===== config.mk =====
export PLATFORM = sky130hd
export DESIGN_NAME = ysyx_23060240_lsu
export DESIGN_NICKNAME = d
export VERILOG_FILES = /design/src/rtl/ysyx_23060240_lsu_pkg.sv /design/src/rtl/ysyx_23060240_lsu_align.sv /design/src/rtl/ysyx_23060240_lsu.sv
export SDC_FILE = /design/constraint.sdc
export NUM_CORES = 1
export LEC_CHECK = 0
export CAP_MARGIN = 20
export CORE_UTILIZATION = 44
export DETAILED_ROUTE_END_ITERATION = 8
export GPL_ROUTABILITY_DRIVEN = 0
export PLACE_DENSITY_LB_ADDON = 0.3
export SYNTH_ARGS = -nofsm -noshare
export SYNTH_HDL_FRONTEND = slang
export SYNTH_HIERARCHICAL = 1
export SYNTH_SLANG_ARGS = --single-unit

===== constraint.sdc =====
create_clock -name clk -period 2.75 [get_ports clk]
set_input_delay 0.55 -clock clk [delete_from_list [all_inputs] [get_ports clk]]
set_output_delay 0.55 -clock clk [all_outputs]
set_load 0.01 [all_outputs]

===== src/rtl/ysyx_23060240_lsu_pkg.sv =====
// Shared types and constants for the ysyx_23060240 load/store unit.
// Misalignment helpers are only referenced when LSU_MISALIGN_TRAP_EN is defined.
package ysyx_23060240_lsu_pkg;

    typedef enum logic [1:0] {
        ST_IDLE = 2'd0,
        ST_REQ  = 2'd1,
        ST_WAIT = 2'd2,
        ST_RESP = 2'd3
    } lsu_state_e;

    localparam logic [2:0] RD_LB  = 3'b000;
    localparam logic [2:0] RD_LH  = 3'b001;
    localparam logic [2:0] RD_LW  = 3'b010;
    localparam logic [2:0] RD_LBU = 3'b100;
    localparam logic [2:0] RD_LHU = 3'b101;

    localparam logic [1:0] WR_SB = 2'b00;
    localparam logic [1:0] WR_SH = 2'b01;
    localparam logic [1:0] WR_SW = 2'b10;

    localparam int unsigned LSU_TIMEOUT_DEFAULT = 256;

    // Undefined codes behave as full-word accesses, so they need word alignment.
    function automatic logic rd_misaligned(input logic [2:0] ctrl, input logic [1:0] lo);
        logic bad;
        case (ctrl)
            RD_LB, RD_LBU: bad = 1'b0;
            RD_LH, RD_LHU: bad = lo[0];
            default:       bad = (lo != 2'b00);
        endcase
        return bad;
    endfunction

    function automatic logic wr_misaligned(input logic [1:0] ctrl, input logic [1:0] lo);
        logic bad;
        case (ctrl)
            WR_SB:   bad = 1'b0;
            WR_SH:   bad = lo[0];
            default: bad = (lo != 2'b00);
        endcase
        return bad;
    endfunction

endpackage


===== src/rtl/ysyx_23060240_lsu_align.sv =====
// Combinational byte-lane steering: store data/strobe replication and
// load lane extraction with sign/zero extension.
module ysyx_23060240_lsu_align
    import ysyx_23060240_lsu_pkg::*;
(
    input  logic [1:0]  addr_lo,
    input  logic [1:0]  wr_ctrl,
    input  logic [31:0] wr_data,
    input  logic [2:0]  rd_ctrl,
    input  logic [31:0] rdata,
    output logic [31:0] wdata,
    output logic [3:0]  wstrb,
    output logic [3:0]  unused_pad_s,
    output logic [31:0] rd_ext
);

    logic [31:0] shifted_s;

    assign unused_pad_s = 4'b0000;

    // Store lane replication and strobe selection.
    always_comb begin
        wdata = wr_data;
        wstrb = 4'b1111;
        case (wr_ctrl)
            WR_SB: begin
                wdata = {4{wr_data[7:0]}};
                wstrb = 4'b0001 << addr_lo;
            end
            WR_SH: begin
                wdata = {2{wr_data[15:0]}};
                wstrb = addr_lo[1] ? 4'b1100 : 4'b0011;
            end
            default: begin
                wdata = wr_data;
                wstrb = 4'b1111;
            end
        endcase
    end

    // Load extraction; shifting by the byte offset zero-fills a halfword at offset 3.
    always_comb begin
        shifted_s = rdata >> {addr_lo, 3'b000};
        case (rd_ctrl)
            RD_LB:   rd_ext = {{24{shifted_s[7]}}, shifted_s[7:0]};
            RD_LBU:  rd_ext = {24'h000000, shifted_s[7:0]};
            RD_LH:   rd_ext = {{16{shifted_s[15]}}, shifted_s[15:0]};
            RD_LHU:  rd_ext = {16'h0000, shifted_s[15:0]};
            default: rd_ext = rdata;
        endcase
    end

endmodule


===== src/rtl/ysyx_23060240_lsu.sv =====
// Multi-cycle load/store unit: IDLE/REQ/WAIT/RESP FSM, registered bus request and
// result, response watchdog. Define LSU_MISALIGN_TRAP_EN to fault misaligned accesses.
module ysyx_23060240_lsu
    import ysyx_23060240_lsu_pkg::*;
#(
    parameter int unsigned ADDR_W         = 32,
    parameter int unsigned TIMEOUT_CYCLES = LSU_TIMEOUT_DEFAULT
) (
    input  logic              clk,
    input  logic              rst,
    input  logic              in_valid,
    output logic              in_ready,
    input  logic              mem_rd_en,
    input  logic              mem_wr_en,
    input  logic [2:0]        memory_rd_ctrl,
    input  logic [1:0]        memory_wr_ctrl,
    input  logic [ADDR_W-1:0] mem_addr,
    input  logic [31:0]       mem_wr_data,
    output logic              out_valid,
    input  logic              out_ready,
    output logic [31:0]       mem_rd_data,
    output logic              out_fault,
    output logic              bus_req_valid,
    input  logic              bus_req_ready,
    output logic [ADDR_W-1:0] bus_req_addr,
    output logic              bus_req_we,
    output logic [31:0]       bus_req_wdata,
    output logic [3:0]        bus_req_wstrb,
    input  logic              bus_rsp_valid,
    input  logic [31:0]       bus_rsp_rdata,
    input  logic              bus_rsp_err
);

    localparam int WD_W = (TIMEOUT_CYCLES > 1) ? $clog2(TIMEOUT_CYCLES + 1) : 1;
    localparam logic [WD_W-1:0] WD_MAX  = WD_W'(TIMEOUT_CYCLES);
    localparam logic [WD_W-1:0] WD_LAST = WD_W'((TIMEOUT_CYCLES == 0) ? 0 : TIMEOUT_CYCLES - 1);

    lsu_state_e        state_q, state_d;
    logic [1:0]        addr_lo_q, addr_lo_d;
    logic [2:0]        rd_ctrl_q, rd_ctrl_d;
    logic              is_load_q, is_load_d;
    logic              req_valid_q, req_valid_d;
    logic [ADDR_W-1:0] req_addr_q, req_addr_d;
    logic              req_we_q, req_we_d;
    logic [31:0]       req_wdata_q, req_wdata_d;
    logic [3:0]        req_wstrb_q, req_wstrb_d;
    logic              out_valid_q, out_valid_d;
    logic              out_fault_q, out_fault_d;
    logic [31:0]       rd_data_q, rd_data_d;
    logic [WD_W-1:0]   wd_q, wd_d;

    logic [1:0]  align_lo_s;
    logic [31:0] align_wdata_s;
    logic [3:0]  align_wstrb_s;
    logic [3:0]  align_pad_s;
    logic [31:0] align_ext_s;
    logic        misalign_s;
    logic        wd_expire_s;

    // Store steering is only consumed in IDLE (live address), load extraction only in WAIT.
    assign align_lo_s = (state_q == ST_IDLE) ? mem_addr[1:0] : addr_lo_q;

    ysyx_23060240_lsu_align u_align (
        .addr_lo      (align_lo_s),
        .wr_ctrl      (memory_wr_ctrl),
        .wr_data      (mem_wr_data),
        .rd_ctrl      (rd_ctrl_q),
        .rdata        (bus_rsp_rdata),
        .wdata        (align_wdata_s),
        .wstrb        (align_wstrb_s),
        .unused_pad_s (align_pad_s),
        .rd_ext       (align_ext_s)
    );

    // Misalignment decode of the incoming op; stores take priority over loads.
    always_comb begin
`ifdef LSU_MISALIGN_TRAP_EN
        if (mem_wr_en) begin
            misalign_s = wr_misaligned(memory_wr_ctrl, mem_addr[1:0]);
        end else if (mem_rd_en) begin
            misalign_s = rd_misaligned(memory_rd_ctrl, mem_addr[1:0]);
        end else begin
            misalign_s = 1'b0;
        end
`else
        misalign_s = 1'b0;
`endif
    end

    assign wd_expire_s = (TIMEOUT_CYCLES != 0) && (wd_q == WD_LAST);
    assign in_ready    = (state_q == ST_IDLE);

    // Next-state and registered-output computation.
    always_comb begin
        state_d     = state_q;
        addr_lo_d   = addr_lo_q;
        rd_ctrl_d   = rd_ctrl_q;
        is_load_d   = is_load_q;
        req_valid_d = req_valid_q;
        req_addr_d  = req_addr_q;
        req_we_d    = req_we_q;
        req_wdata_d = req_wdata_q;
        req_wstrb_d = req_wstrb_q;
        out_valid_d = out_valid_q;
        out_fault_d = out_fault_q;
        rd_data_d   = rd_data_q;
        wd_d        = wd_q;
        case (state_q)
            ST_IDLE: begin
                if (in_valid) begin
                    addr_lo_d = mem_addr[1:0];
                    rd_ctrl_d = memory_rd_ctrl;
                    is_load_d = mem_rd_en && !mem_wr_en;
                    if ((mem_wr_en || mem_rd_en) && !misalign_s) begin
                        state_d     = ST_REQ;
                        req_valid_d = 1'b1;
                        req_addr_d  = {mem_addr[ADDR_W-1:2], 2'b00};
                        req_we_d    = mem_wr_en;
                        req_wdata_d = mem_wr_en ? align_wdata_s : 32'h0000_0000;
                        req_wstrb_d = mem_wr_en ? align_wstrb_s : 4'b0000;
                    end else begin
                        state_d     = ST_RESP;
                        out_valid_d = 1'b1;
                        out_fault_d = misalign_s;
                        rd_data_d   = 32'h0000_0000;
                    end
                end else begin
                    state_d = ST_IDLE;
                end
            end
            ST_REQ: begin
                if (bus_req_ready) begin
                    state_d     = ST_WAIT;
                    req_valid_d = 1'b0;
                    wd_d        = '0;
                end else begin
                    state_d = ST_REQ;
                end
            end
            ST_WAIT: begin
                if (bus_rsp_valid) begin
                    state_d     = ST_RESP;
                    out_valid_d = 1'b1;
                    out_fault_d = bus_rsp_err;
                    rd_data_d   = is_load_q ? align_ext_s : 32'h0000_0000;
                end else if (wd_expire_s) begin
                    state_d     = ST_RESP;
                    out_valid_d = 1'b1;
                    out_fault_d = 1'b1;
                    rd_data_d   = 32'h0000_0000;
                end else begin
                    wd_d = (wd_q == WD_MAX) ? wd_q : wd_q + WD_W'(1);
                end
            end
            ST_RESP: begin
                if (out_ready) begin
                    state_d     = ST_IDLE;
                    out_valid_d = 1'b0;
                end else begin
                    state_d = ST_RESP;
                end
            end
            default: begin
                state_d = ST_IDLE;
            end
        endcase
    end

    // State and output registers with synchronous reset.
    always_ff @(posedge clk) begin
        if (rst) begin
            state_q     <= ST_IDLE;
            addr_lo_q   <= 2'b00;
            rd_ctrl_q   <= 3'b000;
            is_load_q   <= 1'b0;
            req_valid_q <= 1'b0;
            req_addr_q  <= '0;
            req_we_q    <= 1'b0;
            req_wdata_q <= 32'h0000_0000;
            req_wstrb_q <= 4'b0000;
            out_valid_q <= 1'b0;
            out_fault_q <= 1'b0;
            rd_data_q   <= 32'h0000_0000;
            wd_q        <= '0;
        end else begin
            state_q     <= state_d;
            addr_lo_q   <= addr_lo_d;
            rd_ctrl_q   <= rd_ctrl_d;
            is_load_q   <= is_load_d;
            req_valid_q <= req_valid_d;
            req_addr_q  <= req_addr_d;
            req_we_q    <= req_we_d;
            req_wdata_q <= req_wdata_d;
            req_wstrb_q <= req_wstrb_d;
            out_valid_q <= out_valid_d;
            out_fault_q <= out_fault_d;
            rd_data_q   <= rd_data_d;
            wd_q        <= wd_d;
        end
    end

    assign bus_req_valid = req_valid_q;
    assign bus_req_addr  = req_addr_q;
    assign bus_req_we    = req_we_q;
    assign bus_req_wdata = req_wdata_q;
    assign bus_req_wstrb = req_wstrb_q;
    assign out_valid     = out_valid_q;
    assign out_fault     = out_fault_q;
    assign mem_rd_data   = rd_data_q;

endmodule


Figure 1. Cells colored by class.
Drawn at 4 px/um.
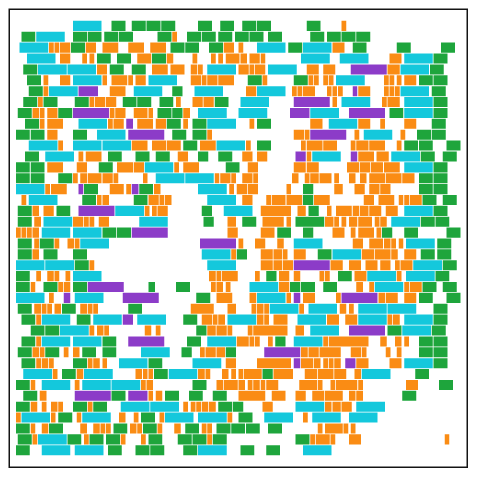
legend:
  other buffers and delay cells:
    color: green
    cells: 232
    share_of_their_area: 28%
  flops:
    color: cyan
    cells: 119
    share_of_their_area: 30%
  clock drivers and dummy loads:
    color: purple
    cells: 31
    share_of_their_area: 6.5%
  all other logic:
    color: orange
    cells: 459
    share_of_their_area: 35%

Figure 2. M3 wires.
Drawn at 3 px/um. Cells faint in the background.
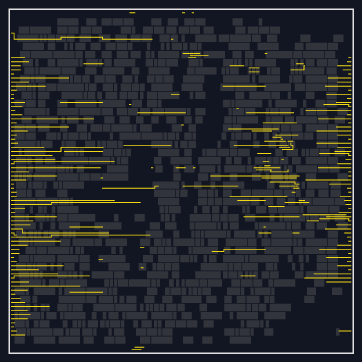
main direction: horizontal
nets with wire on the layer: 168
routed vias: 5443
met3 Use GR: 0.0868

Figure 3. Cell sizes after repair.
Drawn at 2 px/um.
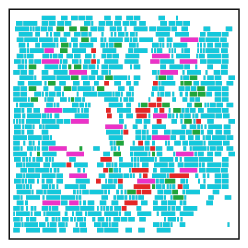
legend:
  drive 3 to 4:
    color: red
    cells: 31
    most_used: buf_4
  drive 2:
    color: green
    cells: 42
    most_used: mux2_2
  drive 1 or less:
    color: cyan
    cells: 747
    most_used: clkdlybuf4s50_1
  drive 6 and up:
    color: magenta
    cells: 21
    most_used: clkbuf_16
Finished Cell Area: 8250 um^2
PnR worst setup slack: 0.300 ns
synth-to-layout area growth: 49.2%
non-clock buffer total of the final layout: 232

Figure 4. The clock network.
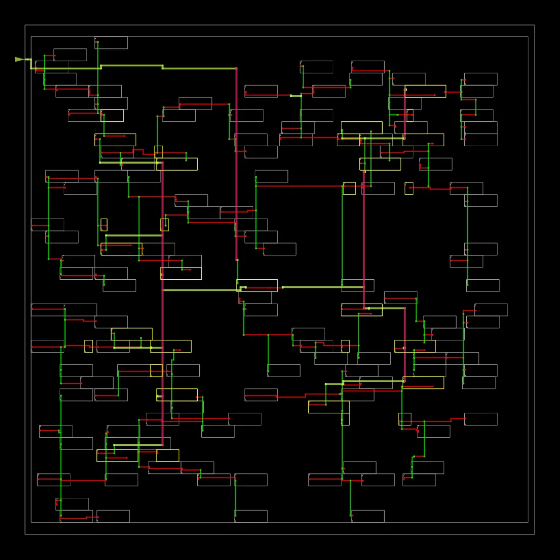
clock buf count: 22
Num CTS Buffers: 17
clock-net power: 1970 uW

Figure 5. Routed metal per tile.
Drawn at 3 px/um. The die is cut into 23 by 23 equal tiles; dark purple is low, yellow is high, scaled to the fullest tile. Values are wire area over tile area, all layers added.
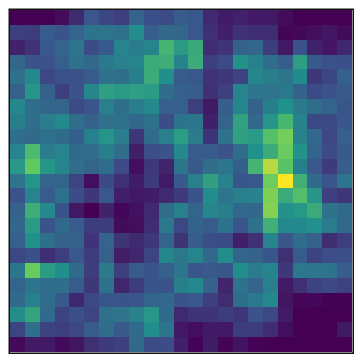
tiles over half the peak: 10%
fullest tile: 0.71
nearly empty tiles: 5.5%
Routed WL: 16400 um
Routed wire per std cell: 16.3 um
GRT Total Usage: 0.256

==> flow_summary.ini <==
; synthesis and place-and-route metrics
[yosys]
yosysWarningCount = 6
synthesis.area_per_instance_um2 = 8.69
synth_area_um2 = 5530

[global_routing]
grt_pass1_wl_um = 26200
grt_max_degree = 71
grt.overflow.total = 0

[power]
swShare = 0.273
vdd_drop_max_uv = 375
power.density_nw_per_um2 = 588
p_leak_uw = 0.00311
p_int_uw = 3530
clkPwrFrac = 0.405
top_power_group = clock

[sta]
tns_ns = 0
fin_crit_sh = 0.891
slew_violations = 0
slew_headroom = 0.516
hold_viol = 0
worstMarginPinSlew_ns = 0.726
min_period_ns = 2.45

[clock_network]
hold_buffers = 0
cts_root_buf = clkbuf_16
tritoncts = built
cts.path.max_buffers = 2
clk-insertion-delay-late_ns = 0.41

[worst_setup_path]
cpMaxStageDelayCell = dfxtp_1
start_kind = register
cp.arrival_ns = 2.75
cp_max_fo = 33
critical_path_buf_inv_count = 1
crit_start = wd_q[0]$_SDFFE_PP0P_
r2r-start = wd_q[0]$_SDFFE_PP0P_
crit_top_cell = ha_1

[placed_design]
post-dp-hpwl_um = 11700
port-buffer-count = 212

[min_path]
hold_start = bus_req_addr[9]$_SDFFE_PP0P_

[finish]
comb_share = 0.343
drive_above_1_share = 0.112
logic_gates = 452

[outcome]
outcome = completed

[die]
dieWidth_um = 114
tap_cells = 168
rows = 40

[run]
maxCapViolations = 0

[routing]
drt-initial-drc-count = 441
drtPass1Iterations = 8
==> path summary, 6_finish.rpt <==
check | cells after the start | slack [ns] | to
setup reg to reg | 9 | 0.30 | mem_rd_data[23]$_SDFFE_PP0P_
setup / recovery | 9 | 0.30 | mem_rd_data[23]$_SDFFE_PP0P_
hold reg to reg | 2 | 0.45 | bus_req_addr[9]$_SDFFE_PP0P_
hold / removal | 2 | 0.45 | bus_req_addr[9]$_SDFFE_PP0P_
==> registers in the layout, indices dropped and copies added (netlist names) <==
register / flops
bus_req_addr: 30
bus_req_wstrb: 4
wd_q: 9
out_valid: 1
mem_rd_data: 32
rd_ctrl_q: 3
bus_req_valid: 1
out_fault: 1
bus_req_we: 1
bus_req_wdata: 32
addr_lo_q: 2
state_q: 2
is_load_q: 1
==> routing by layer <==
metal  wire length (um)  share of wire  track usage
met5                  0              0            0
met4                478          0.029        0.113
met3               1490          0.091       0.0868
met2               7680           0.47        0.421
met1               6770           0.41        0.304
==> cells in the final DEF (no fill, tap or decap), drive strengths merged, types with 2 or more instances in the layout <==
cell,count
clkinvlp,3
and3,2
clkdlybuf4s50,211
dfxtp,119
xor2,2
nor4b,5
a211oi,2
nor3,2
mux2,30
inv,7
nor2b,3
nand3b,3
nor2,56
buf,21
clkbuf,22
o21bai,5
conb,2
a22oi,45
mux2i,16
nand2,135
a21o,2
o31ai,2
a22o,39
a31oi,5
nand3,5
xnor2,3
a21oi,50
nand2b,2
o21ai,18
ha,3
clkinv,6
==> metrics by stage <==
step	setup WS [ns]	power (uW)	hold WS, ns	cells	util
after floorplan	0.237	2460	0.432	638	-
after global placement	0.113	2880	0.441	978	0.638
after detailed placement	0.0517	2910	0.448	978	0.638
after CTS	0.303	4870	0.457	1009	0.682
after global routing	0.0921	5060	0.481	1009	0.682
final	0.300	4850	0.454	1009	0.682
Power figures rest on the tool's default switching activity, not on a simulated workload.
